--- src/rtl/param_transmitter_pkg.sv ---
// Shared types, parity modes and parameter-legality helpers for the serial transmitter.
package param_transmitter_pkg;

    typedef enum logic [2:0] {
        ST_IDLE   = 3'd0,
        ST_START  = 3'd1,
        ST_DATA   = 3'd2,
        ST_PARITY = 3'd3,
        ST_STOP   = 3'd4
    } tx_state_e;

    localparam int unsigned PARITY_NONE = 0;
    localparam int unsigned PARITY_EVEN = 1;
    localparam int unsigned PARITY_ODD  = 2;

    function automatic bit params_legal(input int unsigned data_size,
                                        input int unsigned clks_per_bit,
                                        input int unsigned parity,
                                        input int unsigned stop_bits);
        return (data_size >= 5) && (data_size <= 9) && (clks_per_bit >= 1) &&
               (parity <= PARITY_ODD) && ((stop_bits == 1) || (stop_bits == 2));
    endfunction

    // Counter width that still works for a modulus of 1.
    function automatic int unsigned cnt_width(input int unsigned modulus);
        return (modulus > 1) ? $clog2(modulus) : 1;
    endfunction

endpackage

--- src/rtl/param_transmitter_if.sv ---
// Parallel-word handshake between a word producer (master) and the transmitter (slave).
interface param_transmitter_if #(
    parameter int unsigned DATA_SIZE = 8
) ();
    logic                 in_valid;
    logic                 in_ready;
    logic [DATA_SIZE-1:0] in_data;

    modport master (output in_valid, output in_data, input in_ready);
    modport slave  (input in_valid, input in_data, output in_ready);
endinterface

--- src/rtl/param_transmitter_baud_tick.sv ---
// Bit-period timer: tick is high in the last cycle of every CLKS_PER_BIT-cycle bit.
module baud_tick
    import param_transmitter_pkg::*;
#(
    parameter int unsigned CLKS_PER_BIT = 4
) (
    input  logic bclk,
    input  logic rst_n,
    input  logic restart,
    output logic tick,
    output logic tick_nxt_c
);
    localparam int unsigned   CW       = cnt_width(CLKS_PER_BIT);
    localparam logic [CW-1:0] LAST     = CW'(CLKS_PER_BIT - 1);
    localparam logic          RST_TICK = (LAST == '0);

    logic [CW-1:0] cnt_q, cnt_d;
    logic          tick_q, tick_d;

    // Wrap at the end of each bit; held at zero while restart is asserted.
    always_comb begin
        cnt_d = cnt_q + CW'(1);
        if (restart || (cnt_q == LAST)) begin
            cnt_d = '0;
        end
        tick_d = (cnt_d == LAST);
    end

    always_ff @(posedge bclk or negedge rst_n) begin
        if (!rst_n) begin
            cnt_q  <= '0;
            tick_q <= RST_TICK;
        end else begin
            cnt_q  <= cnt_d;
            tick_q <= tick_d;
        end
    end

    assign tick       = tick_q;
    assign tick_nxt_c = tick_d;

endmodule

--- src/rtl/param_transmitter.sv ---
// Parameterised serial transmitter with a one-word holding buffer and registered line outputs.
module param_transmitter
    import param_transmitter_pkg::*;
#(
    parameter int unsigned DATA_SIZE    = 8,
    parameter int unsigned CLKS_PER_BIT = 4,
    parameter int unsigned PARITY       = 0,
    parameter int unsigned STOP_BITS    = 1
) (
    input  logic                bclk,
    input  logic                rst_n,
    param_transmitter_if.slave  in_if,
    output logic                tx_data,
    output logic                tx_busy,
    output logic                tx_done
);
    localparam int unsigned    BCW       = $clog2(DATA_SIZE + 1);
    localparam logic [BCW-1:0] LAST_DATA = BCW'(DATA_SIZE - 1);
    localparam logic [BCW-1:0] LAST_STOP = BCW'(STOP_BITS - 1);
    localparam logic           ODD_FLIP  = (PARITY == PARITY_ODD);

    if (!params_legal(DATA_SIZE, CLKS_PER_BIT, PARITY, STOP_BITS)) begin : g_illegal_params
        $error("param_transmitter: illegal parameter combination");
    end

    tx_state_e            state_q, state_d;
    logic [DATA_SIZE-1:0] shift_q, shift_d;
    logic [DATA_SIZE-1:0] buf_q, buf_d;
    logic [BCW-1:0]       bit_cnt_q, bit_cnt_d;
    logic                 buf_full_q, buf_full_d;
    logic                 par_q, par_d;
    logic                 tx_data_q, tx_data_d;
    logic                 tx_busy_q, tx_busy_d;
    logic                 tx_done_q, tx_done_d;
    logic                 in_ready_q, in_ready_d;
    logic                 tick, tick_nxt, restart, accept, load;

    assign restart = (state_q == ST_IDLE);
    assign accept  = in_if.in_valid && in_ready_q;

    baud_tick #(.CLKS_PER_BIT(CLKS_PER_BIT)) u_baud_tick (
        .bclk       (bclk),
        .rst_n      (rst_n),
        .restart    (restart),
        .tick       (tick),
        .tick_nxt_c (tick_nxt)
    );

    // Next-state, datapath and registered-output decode.
    always_comb begin
        state_d    = state_q;
        shift_d    = shift_q;
        buf_d      = buf_q;
        bit_cnt_d  = bit_cnt_q;
        buf_full_d = buf_full_q;
        par_d      = par_q;
        load       = 1'b0;

        unique case (state_q)
            ST_IDLE: begin
                if (buf_full_q) begin
                    state_d = ST_START;
                    load    = 1'b1;
                end
            end
            ST_START: begin
                // Parity from the latched copy before any shifting.
                par_d = (^shift_q) ^ ODD_FLIP;
                if (tick) begin
                    state_d = ST_DATA;
                end
            end
            ST_DATA: begin
                if (tick) begin
                    shift_d = shift_q >> 1;
                    if (bit_cnt_q == LAST_DATA) begin
                        bit_cnt_d = '0;
                        state_d   = (PARITY == PARITY_NONE) ? ST_STOP : ST_PARITY;
                    end else begin
                        bit_cnt_d = bit_cnt_q + BCW'(1);
                    end
                end
            end
            ST_PARITY: begin
                if (tick) begin
                    state_d = ST_STOP;
                end
            end
            ST_STOP: begin
                if (tick) begin
                    if (bit_cnt_q == LAST_STOP) begin
                        bit_cnt_d = '0;
                        if (buf_full_q) begin
                            state_d = ST_START;
                            load    = 1'b1;
                        end else begin
                            state_d = ST_IDLE;
                        end
                    end else begin
                        bit_cnt_d = bit_cnt_q + BCW'(1);
                    end
                end
            end
            default: state_d = ST_IDLE;
        endcase

        // load and accept are exclusive: load needs a full buffer, accept an empty one.
        if (load) begin
            shift_d    = buf_q;
            buf_full_d = 1'b0;
        end
        if (accept) begin
            buf_d      = in_if.in_data;
            buf_full_d = 1'b1;
        end

        in_ready_d = !buf_full_d;
        tx_busy_d  = (state_d != ST_IDLE);
        tx_done_d  = (state_d == ST_STOP) && (bit_cnt_d == LAST_STOP) && tick_nxt;

        unique case (state_d)
            ST_START:  tx_data_d = 1'b0;
            ST_DATA:   tx_data_d = shift_d[0];
            ST_PARITY: tx_data_d = par_d;
            default:   tx_data_d = 1'b1;
        endcase
    end

    always_ff @(posedge bclk or negedge rst_n) begin
        if (!rst_n) begin
            state_q    <= ST_IDLE;
            shift_q    <= '0;
            buf_q      <= '0;
            bit_cnt_q  <= '0;
            buf_full_q <= 1'b0;
            par_q      <= 1'b0;
            tx_data_q  <= 1'b1;
            tx_busy_q  <= 1'b0;
            tx_done_q  <= 1'b0;
            in_ready_q <= 1'b1;
        end else begin
            state_q    <= state_d;
            shift_q    <= shift_d;
            buf_q      <= buf_d;
            bit_cnt_q  <= bit_cnt_d;
            buf_full_q <= buf_full_d;
            par_q      <= par_d;
            tx_data_q  <= tx_data_d;
            tx_busy_q  <= tx_busy_d;
            tx_done_q  <= tx_done_d;
            in_ready_q <= in_ready_d;
        end
    end

    assign in_if.in_ready = in_ready_q;
    assign tx_data        = tx_data_q;
    assign tx_busy        = tx_busy_q;
    assign tx_done        = tx_done_q;

endmodule

--- src/flat_wrapper.sv ---
// flat-port wrapper written by rule: the top's interface ports become plain ports
module param_transmitter_flat import param_transmitter_pkg::*;
#(
    parameter int unsigned DATA_SIZE    = 8,
    parameter int unsigned CLKS_PER_BIT = 4,
    parameter int unsigned PARITY       = 0,
    parameter int unsigned STOP_BITS    = 1
)
  (bclk, rst_n, tx_data, tx_busy, tx_done, in_if_in_valid, in_if_in_data, in_if_in_ready);
  param_transmitter_if #(.DATA_SIZE(DATA_SIZE)) in_if_i ();
  input  logic bclk;
  input  logic rst_n;
  output logic tx_data;
  output logic tx_busy;
  output logic tx_done;
  input wire logic [$bits(in_if_i.in_valid)-1:0] in_if_in_valid;
  input wire logic [$bits(in_if_i.in_data)-1:0] in_if_in_data;
  output wire logic [$bits(in_if_i.in_ready)-1:0] in_if_in_ready;
  assign in_if_i.in_valid = in_if_in_valid;
  assign in_if_i.in_data = in_if_in_data;
  assign in_if_in_ready = in_if_i.in_ready;
  param_transmitter #(.DATA_SIZE(DATA_SIZE), .CLKS_PER_BIT(CLKS_PER_BIT), .PARITY(PARITY), .STOP_BITS(STOP_BITS)) u_core (.bclk(bclk), .rst_n(rst_n), .in_if(in_if_i), .tx_data(tx_data), .tx_busy(tx_busy), .tx_done(tx_done));
endmodule
--- config.mk ---
export PLATFORM = sky130hd
export DESIGN_NAME = param_transmitter_flat
export DESIGN_NICKNAME = d
export VERILOG_FILES = /design/src/rtl/param_transmitter_pkg.sv /design/src/rtl/param_transmitter_if.sv /design/src/rtl/param_transmitter_baud_tick.sv /design/src/rtl/param_transmitter.sv /design/src/flat_wrapper.sv
export SDC_FILE = /design/constraint.sdc
export NUM_CORES = 1
export LEC_CHECK = 0
export ABC_AREA = 1
export ABC_CLOCK_PERIOD_IN_PS = 1600
export CAP_MARGIN = 25
export CELL_PAD_IN_SITES_DETAIL_PLACEMENT = 1
export CELL_PAD_IN_SITES_GLOBAL_PLACEMENT = 1
export CORE_ASPECT_RATIO = 0.6
export CORE_MARGIN = 4
export CORE_UTILIZATION = 43
export DETAILED_ROUTE_END_ITERATION = 10
export GPL_ROUTABILITY_DRIVEN = 0
export GPL_TIMING_DRIVEN = 0
export PLACE_DENSITY_LB_ADDON = 0.12
export SLEW_MARGIN = 15
export SYNTH_ARGS = -nofsm -noshare
export SYNTH_HDL_FRONTEND = slang
export SYNTH_SLANG_ARGS = --single-unit
--- constraint.sdc ---
create_clock -name bclk -period 1.6 [get_ports bclk]
set_input_delay 0.24 -clock bclk [delete_from_list [all_inputs] [get_ports bclk]]
set_output_delay 0.24 -clock bclk [all_outputs]
set_load 0.1 [all_outputs]
==> impl_metrics.csv, run 1 <==
group,metric,value,unit
setup_path,worst-path-buf-inv,2,
finish,flops,32,
power_and_ir_drop,ir_worst_vdd,0.00117,V
clocking,cts_resized,23,
floorplan,ios,15,
floorplan,fp_util,45.1,%
clocking,hold_buffers,0,
setup_path,end_kind,"register",
clocking,cts_tree,"done",
setup_path,crit_chain,"inv_2 > ha_4 > inv_2 > nor2_2 > nand3_2 > nand2_2 > nand2_4 > nand2_2 > o221ai_1",
yosys,ys_sh_aoi,7.04,%
final_timing,worst_slack,0.00291,ns
final_timing,finalHoldViolations,7,
final_timing,fmax,626,MHz
route,ant_nets,0,
power_and_ir_drop,switching_share,44.5,%
yosys,floorplan.nets,200,
setup_path,critPathMaxStageDelay,0.45,ns
worst_hold_path,min_path_type,"in -> async",
yosys,top_cell_area_share,44.9,%
finish,seq_area,810,sq um
finish,layout.cells.most_common,"nand2_1",
power_and_ir_drop,p_seq,1.48,mW
yosys,synth_flops,32,
yosys,xor_share,3.67,%
final_timing,fin_hold_ws,-0.00816,ns
yosys,edf_count,0,
power_and_ir_drop,p_clk,0.783,mW
yosys,mux_share,4.72,%
status,violations,"negative hold slack",
floorplan,dieArea,0.00498,sq mm
yosys,flop_cell,"dfrtp_1",
yosys,async_reset_ff_share,100,%
finish,inverters,33,
route,vias,1335,
setup_path,start_kind,"register",
final_timing,finClkSkew,0.00737,ns
finish,layout.nets,227,
clocking,root_buffer,"clkbuf_8",
clocking,cts_sinks,32,
finish,syn_to_final_growth,28.5,%
setup_path,cp_slowest_cell,"dfrtp_2",
floorplan,nWellTaps,47,
yosys,synth-adder-area-share,2.25,%
placement,dp_cells,247,
finish,logic_area,833,sq um
setup_path,crit_required,1.75,ns
final_timing,tns,0,ns
power_and_ir_drop,seqPwrFrac,30.6,%
finish,fillCellCount,418,
setup_path,reg2regPathDepth,9,
finish,drive_gt1_share,36.9,%
final_timing,setup_viol,0,
global_route,antenna_found_initial,0,
setup_path,criticalPathCategory,"reg -> reg",
setup_path,cp_num_cells,9,
status,status,"finished with violations",
route,drcViolationCount,0,
finish,nClkBuffers,5,
placement,place_area,0.00187,sq mm
power_and_ir_drop,leakagePower,1.04,nW
[run 1: registers in the layout, summed over array words and instances (netlist names), 2 cells and up]
| register | cells |
|---|---|
| u_core.bit_cnt_q | 4 |
| u_core.buf_q | 8 |
| u_core.shift_q | 8 |
| u_core.state_q | 3 |
| u_core.u_baud_tick.cnt_q | 2 |
[run 1: layer usage]
| layer | routed length (um) | vias up | global-route usage (%) |
|---|---|---|---|
| met5 | 0 | - | 0 |
| met4 | 64 | 0 | 6.47 |
| met3 | 183 | 8 | 4.99 |
| met2 | 1990 | 23 | 26.9 |
| met1 | 2250 | 662 | 28.7 |
| li1 | - | 642 | - |
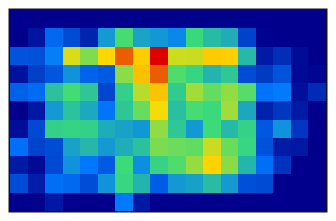
Fig. 1. Wiring heat map (run 1).
The die is cut into 18 by 11 equal tiles; dark blue is low, red is high, scaled to the fullest tile. Values are wire area over tile area, all layers added.
25% of the tiles are nearly empty. The emptiest ninth of the die: top right. 18% of the tiles are over half the peak. The densest ninth of the die: middle. The fullest tile reaches 0.52.

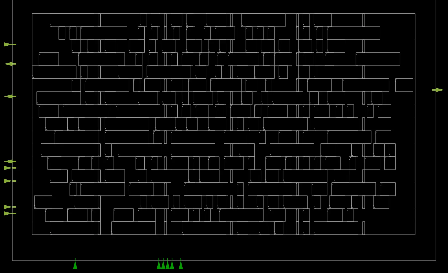
Fig. 2. Placement view (run 1).
area of the core: 0.00370 sq mm
Layout Cells excl Fill: 261
flop share of the area: 37.7%
row count: 17

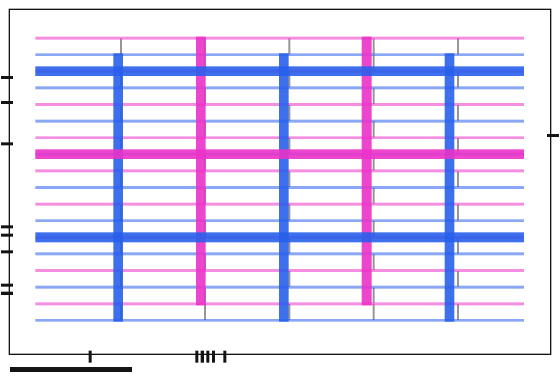
Fig. 3. PDN straps and rails (run 1).
Scale bar: 20 um. Pins as bars on the die edge. Tap cells in gray.
Blue is VSS. Magenta is VDD.
18 met1 rails follow the rows. 3 straps on met5.

--- run 2 (diff from run 1) ---
ABC_CLOCK_PERIOD_IN_PS = 1900   (was 1600)
CORE_UTILIZATION = 46   (was 43)
RECOVER_POWER = 100   (was not set)
clock period = 1.9 ns   (was 1.6 ns; I/O delays follow)
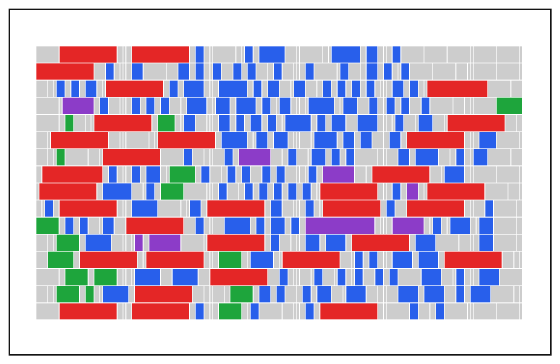
Fig. 4. Placement by cell class (run 2).
Fill, decap, tap and diode cells in gray.
Green is remaining buffers and delay cells, cells 16, share of their area 7.6%. Red is sequential cells, cells 32, share of their area 43%. Purple is clock drivers and dummy loads, cells 8, share of their area 5.7%. Blue is combinational and other logic, cells 152, share of their area 44%.

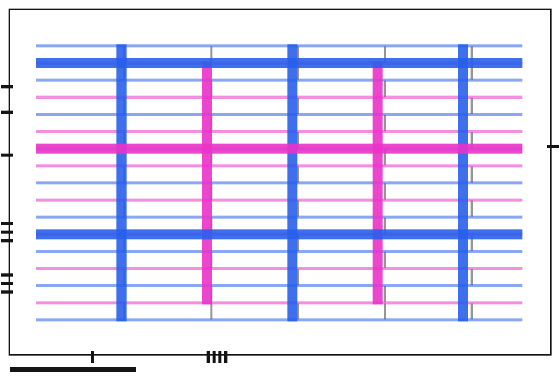
Fig. 5. PDN straps and rails (run 2).
Scale bar: 20 um. Pins as bars on the die edge. Tap cells in gray.
Blue is VSS. Magenta is VDD.
15 signal pins sit on the boundary. 17 met1 rails follow the rows. 45 tap cells. 3 straps on met5. The core has 16 rows.
Peak VDD IR: 0.000955 V
Die X: 85.8 um
area of the core: 0.00336 sq mm
DIE HEIGHT: 54.7 um

==> run 2 against run 1 <==
  * The run ends with max-capacitance violations, max-slew violations left
  * Worst hold slack better by 0.43 ns
  * Total power down 24%
  * Sequential cell count did not move
  * Count of clock-buffer cells in the layout rose by 1
  * Critical path type is now reg -> out
==> impl_metrics.csv, run 2 <==
group,metric,value,unit
yosys,flop_cell,"dfrtp_1",
placement,place_area,0.00186,sq mm
route,wl_met2,1.95,mm
status,status,"finished with violations",
final_timing,fmax,567,MHz
setup_path,criticalPathCategory,"reg -> out",
final_timing,slew_violations,33,
yosys,mux_share,4.72,%
route,top_layer,"met4",
placement,dp_cells,245,
route,drcViolationCount,0,
clocking,cts_resized,8,
floorplan,fp_util,49.7,%
yosys,xor_share,3.67,%
yosys,synth-adder-area-share,2.25,%
floorplan,core.rowCount,16,
clocking,cts_sinks,32,
yosys,edf_count,0,
floorplan,ios,15,
setup_path,cp_slowest_cell,"clkbuf_1",
final_timing,tns,0,ns
status,violations,"max-capacitance violations, max-slew violations",
run,drv_cap,1,
finish,layout.cells.most_common,"nand2_1",
global_route,use_met1,26.2,%
route,wl_met3,167,um
yosys,floorplan.nets,200,
power_and_ir_drop,leakagePower,0.982,nW
setup_path,crit_chain,"clkbuf_1",
yosys,ys_sh_aoi,7.04,%
clocking,root_buffer,"clkbuf_8",
yosys,async_reset_ff_share,100,%
finish,fin_cells,253,
worst_hold_path,min_path_type,"in -> async",
yosys,synth_flops,32,
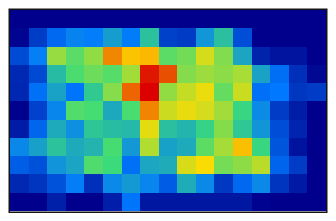
Fig. 6. Wiring heat map (run 2).
The die is cut into 17 by 11 equal tiles; dark blue is low, red is high, scaled to the fullest tile. Values are wire area over tile area, all layers added.
final wirelength: 4.24 mm
Wirelength per Cell: 16.8 um

run 2: final cells by class:
| type | instances | area, sq um |
|---|---|---|
| clock inverter | 2 | 35.0 |
| inverter | 33 | 124 |
| buffer | 2 | 18.8 |
| timing repair buffer | 14 | 124 |
| multi-input combinational | 119 | 709 |
| tap | 45 | 56.3 |
| sequential | 32 | 803 |
| fill | 398 | 1420 |
| clock buffer | 6 | 72.6 |
run 2: worst paths after layout:
check | cells past startpoint | end
worst max-delay path | 1 | tx_done
worst min-delay path | 1 | u_core.buf_q[6]
worst max register to register | 9 | u_core.tx_busy
worst min register to register | 1 | u_core.u_baud_tick.cnt_q[0]
max in group asynchronous | 1 | u_core.shift_q[3]
min in group bclk | 1 | u_core.u_baud_tick.cnt_q[0]
--- run 3 (diff from run 2) ---
MAX_ROUTING_LAYER = met4   (was not set)
==> run 3 against run 2 <==
  * The flow still finishes with violations (max-capacitance violations, max-slew violations)
  * Combinational power hardly changed
  * Synthesized cell count stayed put
  * First-iteration DRC count rose by 64%
  * Critical path type is now reg -> reg
  * Critical endpoint is now u_core.tx_busy
  * Largest cell class unchanged
  * Highest routed layer unchanged
==> impl_metrics.csv, run 3 <==
group,metric,value,unit
setup_path,critPathMaxStageDelay,0.42,ns
final_timing,tns,0,ns
finish,logic_gate_count,119,
power_and_ir_drop,leakagePower,0.982,nW
yosys,flop_cell,"dfrtp_1",
yosys,synth_flops,32,
yosys,top_cell_area_share,44.9,%
finish,layout.cells.most_common,"nand2_1",
setup_path,cp_slowest_cell,"dfrtp_1",
final_timing,setup_viol,0,
floorplan,fp_util,49.7,%
placement,place_area,0.00186,sq mm
finish,largestClassByArea,"registers",
finish,nClkBuffers,6,
floorplan,core.rowCount,16,
finish,sh_comb_area,36.5,%
yosys,async_reset_ff_share,100,%
route,ant_nets,0,
finish,logic_area,709,sq um
finish,num-nonclk-buffers,16,
finish,drive_gt1_share,19.2,%
finish,largestRegisters,"u_core.buf_q x8, u_core.shift_q x8, u_core.bit_cnt_q x4",
yosys,ys_sh_aoi,7.04,%
setup_path,end_kind,"register",
final_timing,fin_hold_ws,0.431,ns
status,status,"finished with violations",
floorplan,nWellTaps,45,
finish,flops,32,
setup_path,criticalPathCategory,"reg -> reg",
yosys,synth-adder-area-share,2.25,%
finish,fillCellCount,398,
yosys,mux_share,4.72,%
setup_path,rr_endpoint,"u_core.tx_busy",
floorplan,core_region_area,0.00336,sq mm
setup_path,reg2regPathDepth,9,
clocking,cts_resized,8,
final_timing,slew_violations,33,
worst_hold_path,min_path_type,"in -> async",
final_timing,worst_slack,0.129,ns
setup_path,worst-path-buf-inv,2,
clocking,cts_tree,"done",
placement,dp_cells,245,
floorplan,dieArea,0.00469,sq mm
floorplan,dieWidth,85.8,um
finish,fin_cells,253,
run,drv_cap,1,
finish,layout.nonclk_buf_share,7.34,%
finish,seq_share,41.3,%
final_timing,finalHoldViolations,0,
floorplan,fp.dieH,54.7,um
yosys,floorplan.nets,200,
finish,inverters,33,
setup_path,crit_required,2.06,ns
yosys,xor_share,3.67,%
yosys,edf_count,0,
status,violations,"max-capacitance violations, max-slew violations",
clocking,root_buffer,"clkbuf_8",
[run 3: cell counts in the layout (fill, tap and decap cells not counted)]
No cell type changed its count.
[run 3: per-layer routing]
metal,track usage [%],routed length (um),vias up
li1,-,-,638
met1,26.2,2080,670
met2,36.0,1960,24
met3,5.86,154,7
met4,6.58,42,0
met5,-,0,-
[run 3: where the power goes]
group / leakage (nW) / switching, mW / internal [mW]
sequential: 0.390 / 0.218 / 1.00
clock: 0.0552 / 0.248 / 0.389
combinational: 0.537 / 1.16 / 0.630
[run 3: logic make-up (layout without fill, tap and decap cells)]
| group | after synthesis | after routing |
|---|---|---|
| compound gates | 16 | 16 |
| xor+xnor | 7 | 7 |
| fa+ha+maj | 3 | 3 |
| buf+inv | 35 | 57 |
| flops | 32 | 32 |
| mux | 7 | 7 |
| simple gates | 86 | 86 |
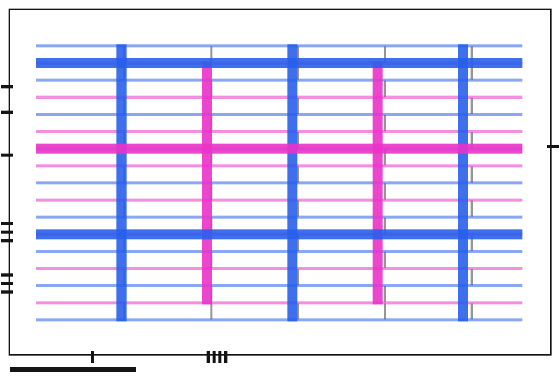
Fig. 7. PDN straps and rails (run 3).
Scale bar: 20 um. Pins as bars on the die edge. Tap cells in gray.
Magenta is VDD. Blue is VSS.
15 signal pins sit on the boundary. 45 tap cells. 17 met1 rails follow the rows.
Peak VDD IR: 0.000956 V

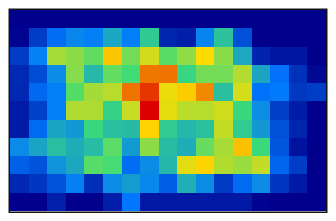
Fig. 8. Wiring heat map (run 3).
The die is cut into 17 by 11 equal tiles; dark blue is low, red is high, scaled to the fullest tile. Values are wire area over tile area, all layers added.
The emptiest ninth of the die: top right. The mean over all tiles is 0.14. 26% of the tiles are over half the peak. 20% of the tiles are nearly empty. The densest ninth of the die: middle.
Wirelength per Cell: 16.7 um
Tot GR Track Use: 21.6%
final wirelength: 4.24 mm
via count: 1,339

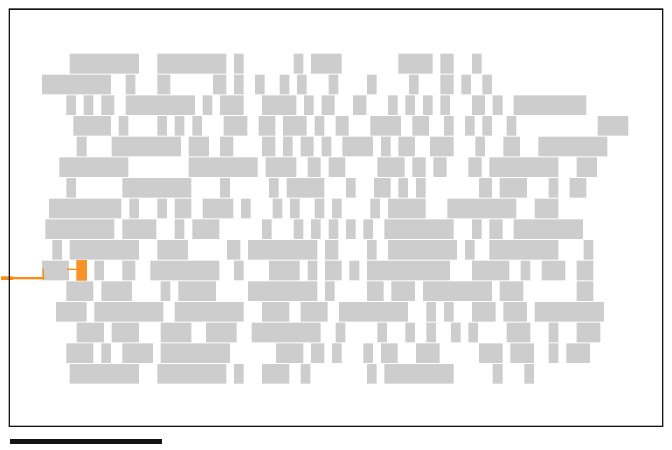
Fig. 9. Port wiring (run 3).
Scale bar: 20 um.
Orange is in_if_in_valid, bits 1, direction input, edge left, end cells 1, buffers 1, wire 6.50 um.
port bufs: 14
I/O pin total: 15

Power figures rest on the tool's default switching activity, not on a simulated workload.
